### src/rtl/cirno_pkg.sv
// Shared types and encoding constants for the Cirno 8-bit core control path.
package cirno_pkg;

  typedef enum logic [2:0] {
    S_FETCH,
    S_DECODE,
    S_READ,
    S_EXEC,
    S_WRITE,
    S_HALT
  } state_t;

  typedef enum logic [1:0] {
    ALU_ADD = 2'b00,
    ALU_SUB = 2'b01,
    ALU_AND = 2'b10,
    ALU_OR  = 2'b11
  } alu_op_t;

  typedef enum logic [2:0] {
    CLS_ALU,
    CLS_MOV,
    CLS_HALT,
    CLS_NOP,
    CLS_LHI,
    CLS_LLO
  } instr_class_t;

  // Top two opcode bits
  localparam logic [1:0] OP_ALU  = 2'b00;
  localparam logic [1:0] OP_MISC = 2'b01;
  localparam logic [1:0] OP_LHI  = 2'b10;
  localparam logic [1:0] OP_LLO  = 2'b11;

  // MISC sub-op in IR[5:4]; 2'b10 and 2'b11 are both NOP
  localparam logic [1:0] MISC_MOV  = 2'b00;
  localparam logic [1:0] MISC_HALT = 2'b01;

  localparam logic [7:0] NOP_INSTR = 8'h60;

endpackage

### src/rtl/cirno_control_if.sv
// Fetch handshake and register-file control bundle between cirno_control and its neighbours.
interface cirno_control_if
  import cirno_pkg::*;
#(
  parameter int PC_W = 8
) ();

  logic [PC_W-1:0] pc;
  logic            instr_req;
  logic            instr_valid;
  logic [7:0]      instr_data;
  logic [1:0]      r1;
  logic [1:0]      r2;
  logic [5:0]      immediate;
  alu_op_t         alu_op;
  logic            reg_r_en;
  logic            reg_readx_en;
  logic            reg_ready_en;
  logic            reg_w_en;
  logic            reg_hi_en;
  logic            reg_lo_en;
  logic            reg_swap_en;
  logic            halted;

  modport master (
    output pc, instr_req, r1, r2, immediate, alu_op,
    output reg_r_en, reg_readx_en, reg_ready_en, reg_w_en,
    output reg_hi_en, reg_lo_en, reg_swap_en, halted,
    input  instr_valid, instr_data
  );

  modport slave (
    input  pc, instr_req, r1, r2, immediate, alu_op,
    input  reg_r_en, reg_readx_en, reg_ready_en, reg_w_en,
    input  reg_hi_en, reg_lo_en, reg_swap_en, halted,
    output instr_valid, instr_data
  );

endinterface

### src/rtl/cirno_decode.sv
// Pure combinational decode of the latched instruction into class, register selects, imm4 and ALU op.
module cirno_decode
  import cirno_pkg::*;
(
  input  logic [7:0]   ir,
  output instr_class_t cls,
  output logic [1:0]   r1,
  output logic [1:0]   r2,
  output logic [3:0]   imm4,
  output alu_op_t      alu_op
);

  always_comb begin
    cls    = CLS_NOP;
    r1     = ir[3:2];
    r2     = ir[1:0];
    imm4   = ir[3:0];
    alu_op = alu_op_t'(ir[5:4]);
    case (ir[7:6])
      OP_ALU:  cls = CLS_ALU;
      OP_MISC: begin
        if (ir[5:4] == MISC_MOV)
          cls = CLS_MOV;
        else if (ir[5:4] == MISC_HALT)
          cls = CLS_HALT;
        else
          cls = CLS_NOP;
      end
      OP_LHI: begin
        cls = CLS_LHI;
        r1  = ir[5:4];
        r2  = 2'b00;
      end
      OP_LLO: begin
        cls = CLS_LLO;
        r1  = ir[5:4];
        r2  = 2'b00;
      end
      default: cls = CLS_NOP;
    endcase
  end

endmodule

### src/rtl/cirno_control.sv
// Fetch/decode/sequencing FSM for the Cirno 8-bit core; holds IR and pc.
// Optional CIRNO_CTRL_TRACE_EN adds retire_valid/retire_pc trace outputs.
module cirno_control
  import cirno_pkg::*;
#(
  parameter int              PC_W     = 8,
  parameter logic [PC_W-1:0] RESET_PC = '0
) (
  input  logic            clk,
  input  logic            rst_n,
  cirno_control_if.master bus
`ifdef CIRNO_CTRL_TRACE_EN
  ,
  output logic            retire_valid,
  output logic [PC_W-1:0] retire_pc
`endif
);

  state_t          state_reg, state_next;
  logic [PC_W-1:0] pc_reg, pc_next;
  logic [7:0]      ir_reg, ir_next;

  instr_class_t cls;
  logic [1:0]   dec_r1;
  logic [1:0]   dec_r2;
  logic [3:0]   dec_imm4;
  alu_op_t      dec_alu_op;

  logic instr_req;
  logic r_en, readx_en, ready_en;
  logic w_en, hi_en, lo_en, swap_en;
  logic halted;

  cirno_decode u_decode (
    .ir     (ir_reg),
    .cls    (cls),
    .r1     (dec_r1),
    .r2     (dec_r2),
    .imm4   (dec_imm4),
    .alu_op (dec_alu_op)
  );

  always_ff @(posedge clk or negedge rst_n) begin
    if (!rst_n) begin
      state_reg <= S_FETCH;
      pc_reg    <= RESET_PC;
      ir_reg    <= NOP_INSTR;
    end else begin
      state_reg <= state_next;
      pc_reg    <= pc_next;
      ir_reg    <= ir_next;
    end
  end

  always_comb begin
    state_next = state_reg;
    pc_next    = pc_reg;
    ir_next    = ir_reg;
    instr_req  = 1'b0;
    r_en       = 1'b0;
    readx_en   = 1'b0;
    ready_en   = 1'b0;
    w_en       = 1'b0;
    hi_en      = 1'b0;
    lo_en      = 1'b0;
    swap_en    = 1'b0;
    halted     = 1'b0;
    case (state_reg)
      S_FETCH: begin
        instr_req = 1'b1;
        if (bus.instr_valid) begin
          ir_next    = bus.instr_data;
          state_next = S_DECODE;
        end
      end
      S_DECODE: begin
        case (cls)
          CLS_ALU:  state_next = S_READ;
          CLS_HALT: state_next = S_HALT;
          CLS_NOP: begin
            pc_next    = pc_reg + 1'b1;
            state_next = S_FETCH;
          end
          default:  state_next = S_WRITE;
        endcase
      end
      S_READ: begin
        r_en       = 1'b1;
        readx_en   = 1'b1;
        ready_en   = 1'b1;
        state_next = S_EXEC;
      end
      S_EXEC: state_next = S_WRITE;
      S_WRITE: begin
        w_en       = (cls == CLS_ALU);
        swap_en    = (cls == CLS_MOV);
        hi_en      = (cls == CLS_LHI);
        lo_en      = (cls == CLS_LLO);
        pc_next    = pc_reg + 1'b1;
        state_next = S_FETCH;
      end
      S_HALT: halted = 1'b1;
      default: state_next = S_FETCH;
    endcase
  end

  assign bus.pc           = pc_reg;
  assign bus.instr_req    = instr_req;
  assign bus.r1           = dec_r1;
  assign bus.r2           = dec_r2;
  assign bus.immediate    = {2'b00, dec_imm4};
  assign bus.alu_op       = dec_alu_op;
  assign bus.reg_r_en     = r_en;
  assign bus.reg_readx_en = readx_en;
  assign bus.reg_ready_en = ready_en;
  assign bus.reg_w_en     = w_en;
  assign bus.reg_hi_en    = hi_en;
  assign bus.reg_lo_en    = lo_en;
  assign bus.reg_swap_en  = swap_en;
  assign bus.halted       = halted;

`ifdef CIRNO_CTRL_TRACE_EN
  // Retirement is known one cycle early: WRITE and NOP/HALT decode always exit next edge
  assign retire_valid = (state_reg == S_WRITE) ||
                        ((state_reg == S_DECODE) && ((cls == CLS_NOP) || (cls == CLS_HALT)));
  assign retire_pc    = pc_reg;
`endif

endmodule

### src/flat_wrapper.sv
// flat-port wrapper written by rule: the top's interface ports become plain ports
module cirno_control_flat import cirno_pkg::*;
#(
  parameter int              PC_W     = 8,
  parameter logic [PC_W-1:0] RESET_PC = '0
)
  (clk, rst_n, bus_pc, bus_instr_req, bus_r1, bus_r2, bus_immediate, bus_alu_op, bus_reg_r_en, bus_reg_readx_en, bus_reg_ready_en, bus_reg_w_en, bus_reg_hi_en, bus_reg_lo_en, bus_reg_swap_en, bus_halted, bus_instr_valid, bus_instr_data);
  cirno_control_if #(.PC_W(PC_W)) bus_i ();
  input  logic clk;
  input  logic rst_n;
  output wire logic [$bits(bus_i.pc)-1:0] bus_pc;
  output wire logic [$bits(bus_i.instr_req)-1:0] bus_instr_req;
  output wire logic [$bits(bus_i.r1)-1:0] bus_r1;
  output wire logic [$bits(bus_i.r2)-1:0] bus_r2;
  output wire logic [$bits(bus_i.immediate)-1:0] bus_immediate;
  output wire logic [$bits(bus_i.alu_op)-1:0] bus_alu_op;
  output wire logic [$bits(bus_i.reg_r_en)-1:0] bus_reg_r_en;
  output wire logic [$bits(bus_i.reg_readx_en)-1:0] bus_reg_readx_en;
  output wire logic [$bits(bus_i.reg_ready_en)-1:0] bus_reg_ready_en;
  output wire logic [$bits(bus_i.reg_w_en)-1:0] bus_reg_w_en;
  output wire logic [$bits(bus_i.reg_hi_en)-1:0] bus_reg_hi_en;
  output wire logic [$bits(bus_i.reg_lo_en)-1:0] bus_reg_lo_en;
  output wire logic [$bits(bus_i.reg_swap_en)-1:0] bus_reg_swap_en;
  output wire logic [$bits(bus_i.halted)-1:0] bus_halted;
  input wire logic [$bits(bus_i.instr_valid)-1:0] bus_instr_valid;
  input wire logic [$bits(bus_i.instr_data)-1:0] bus_instr_data;
  assign bus_pc = bus_i.pc;
  assign bus_instr_req = bus_i.instr_req;
  assign bus_r1 = bus_i.r1;
  assign bus_r2 = bus_i.r2;
  assign bus_immediate = bus_i.immediate;
  assign bus_alu_op = bus_i.alu_op;
  assign bus_reg_r_en = bus_i.reg_r_en;
  assign bus_reg_readx_en = bus_i.reg_readx_en;
  assign bus_reg_ready_en = bus_i.reg_ready_en;
  assign bus_reg_w_en = bus_i.reg_w_en;
  assign bus_reg_hi_en = bus_i.reg_hi_en;
  assign bus_reg_lo_en = bus_i.reg_lo_en;
  assign bus_reg_swap_en = bus_i.reg_swap_en;
  assign bus_halted = bus_i.halted;
  assign bus_i.instr_valid = bus_instr_valid;
  assign bus_i.instr_data = bus_instr_data;
  cirno_control #(.PC_W(PC_W), .RESET_PC(RESET_PC)) u_core (.clk(clk), .rst_n(rst_n), .bus(bus_i));
endmodule
### config.mk
export PLATFORM = sky130hd
export DESIGN_NAME = cirno_control_flat
export DESIGN_NICKNAME = d
export VERILOG_FILES = /design/src/rtl/cirno_pkg.sv /design/src/rtl/cirno_control_if.sv /design/src/rtl/cirno_decode.sv /design/src/rtl/cirno_control.sv /design/src/flat_wrapper.sv
export SDC_FILE = /design/constraint.sdc
export NUM_CORES = 1
export LEC_CHECK = 0
export CAP_MARGIN = 10
export CORE_MARGIN = 1
export CORE_UTILIZATION = 45
export CTS_BUF_LIST = sky130_fd_sc_hd__clkbuf_8
export DETAILED_ROUTE_END_ITERATION = 6
export GPL_TIMING_DRIVEN = 0
export PLACE_DENSITY_LB_ADDON = 0.2
export SYNTH_ARGS = -nofsm -noshare
export SYNTH_HDL_FRONTEND = slang
export SYNTH_SLANG_ARGS = --single-unit
### constraint.sdc
create_clock -name clk -period 1.9 [get_ports clk]
set_input_delay 0.38 -clock clk [delete_from_list [all_inputs] [get_ports clk]]
set_output_delay 0.38 -clock clk [all_outputs]
set_load 0.01 [all_outputs]
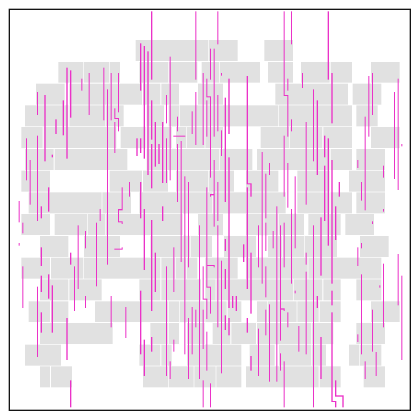
(met2 routing)
Drawn at 8 px/um. Cells faint in the background.
The longest straight run is 22.6 um. The layer carries 1110 um of wire. 132 nets have wire on it. The layer holds 50% of the routed length.
WL final: 2.24 mm
via count: 829

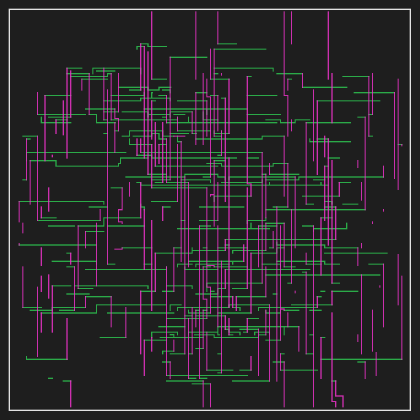
(wiring by layer)
Drawn at 8 px/um. Two of the layers only.
Magenta shows met2, wire length 1110 um. Green shows met1, wire length 969 um.
Total GRT Usage: 20.1%
wire length per cell: 13.5 um

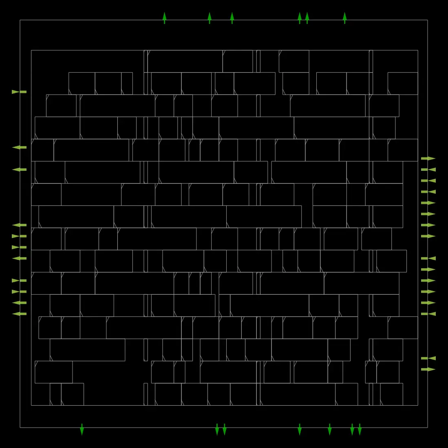
(cell placement)
sequential cell area share: 30.6%
Tap Count: 27
core region area: 2060 um^2
flip-flops: 19
post-layout util: 75.9%

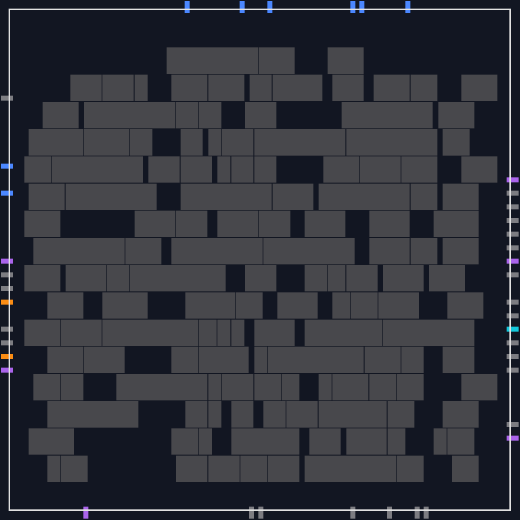
(pin placement)
Drawn at 10 px/um. Pins as bars across the die edge, other pins in grey.
Purple shows `bus_immediate`, pins 6, direction output, edge 3 east, 2 west, 1 south. Cyan shows `bus_reg_w_en`, pins 1, direction output, edge east. Blue shows `bus_pc`, pins 8, direction output, edge 6 north, 2 west. Orange shows `bus_r2`, pins 2, direction output, edge west.
All pins by edge: 16 east, 11 west, 7 south, 6 north.
DIE HEIGHT: 50.0 um
die x size: 50.0 um
I/O Buffers: 37

==> deck_impl_summary.md <==
Synthesis and Place & Route Summary

Setup path
  – Buf/Inv on CP: 2
  – WP data arrival: 1.53 ns
  – FF-to-FF End: u_core.bus.pc[1]
  – CP peak stage delay: 0.41 ns
  – End of the critical path: bus_reg_swap_en
  – Worst-path fanout max: 10
  – R2R cell count: 7
  – Crit path kind: reg -> out
  – Reg-to-Reg Start: u_core.state_reg[2]
  – Reg2Reg Setup Slack: 0.24 ns
  – CP Capture Type: primary output

Synthesis
  – Yosys chip area: 1030 um^2
  – Adder share: 1.21%
  – Synth async-reset ratio: 100%
  – Dominant flop cell: dfrtp_1
  – Top cells by count: dfrtp_1 (17), buf_4 (11), mux2_1 (8), xnor2_1 (6)
  – Yosys aoi share: 3.02%
  – Top area cell types: dfrtp_1 (41%), mux2_1 (8.7%), buf_4 (8.0%)
  – Most frequent cell after synthesis: dfrtp_1
  – Top cell type by total area after synthesis: dfrtp_1
  – Xor/xnor share: 5.93%
  – Avg Inst Size Synth: 11.2 um^2
  – Synthesized instance count: 92

Clocking
  – CTS tree: done
  – Worst-path clk slew: 0.07 ns
  – Setup bufs post-CTS: 4
  – Hold-fix buffers, CTS: 0
  – Clk Latency, worst-skew pair: 0.26 ns
  – CTS H-tree lvls: 1
  – CTS Sinks: 19
  – Cts repair resizes: 23

STA
  – Clock skew: 0.00311 ns
  – Setup ws final: -0.00797 ns
  – Slew margin rel.: 43.6%
  – Unrepaired setup endpoints after global routing: true
  – Minimum clock period: 1.91 ns
  – Fin crit share: 100%
  – Endpoints failing setup: 1

Detailed routing
  – DR iter-0 viols: 9
  – Met2 Wirelength: 1.11 mm
  – Routed wl met3: 118 um
  – DR vias/cell: 4.99
  – First drt pass iteration count: 4
  – DRC: 0
  – Antenna-violating nets left: 0

Cells and area
  – Commonest Layout Cell: clkdlybuf4s50_1
  – Layout area overhead: 51.3%
  – Finished Layout Cells: 166
  – Clkbuf count: 3
  – Area of the multi-input gates: 477 um^2
  – Flop area: 479 um^2
  – Logic share of the area: 30.5%
  – Layout cells sized above 1: 28.8%
  – Most frequent cells in the layout: clkdlybuf4s50_1 (25), buf_4 (19), dfrtp_1 (16), mux2_1 (8), xnor2_1 (6)

Global route
  – Largest net degree at the start of global routing: 20
  – First-pass GRT wire length: 3.71 mm
  – Met2 usage: 34.5%
  – GRT met3 Usage: 3.40%
  – Vias in the first global route: 814

Run status
  – Outcome: complete, but fails checks
  – Failing checks: negative setup slack

Pwr
  – Seq pwr share: 31.9%
  – Tot Pwr: 2450 uW
  – Combinational power: 1380 uW
  – Clk pwr share: 11.6%
  – Net switching power: 873 uW
  – Main power group: combinational cells
  – Logic pwr share: 56.5%
  – VDD IR max: 0.00109 V
  – Sw Share: 35.6%

Placed design
  – DP Cell Count: 157

Floorplanning
  – FP Util: 50.2%
Power figures rest on the tool's default switching activity, not on a simulated workload.
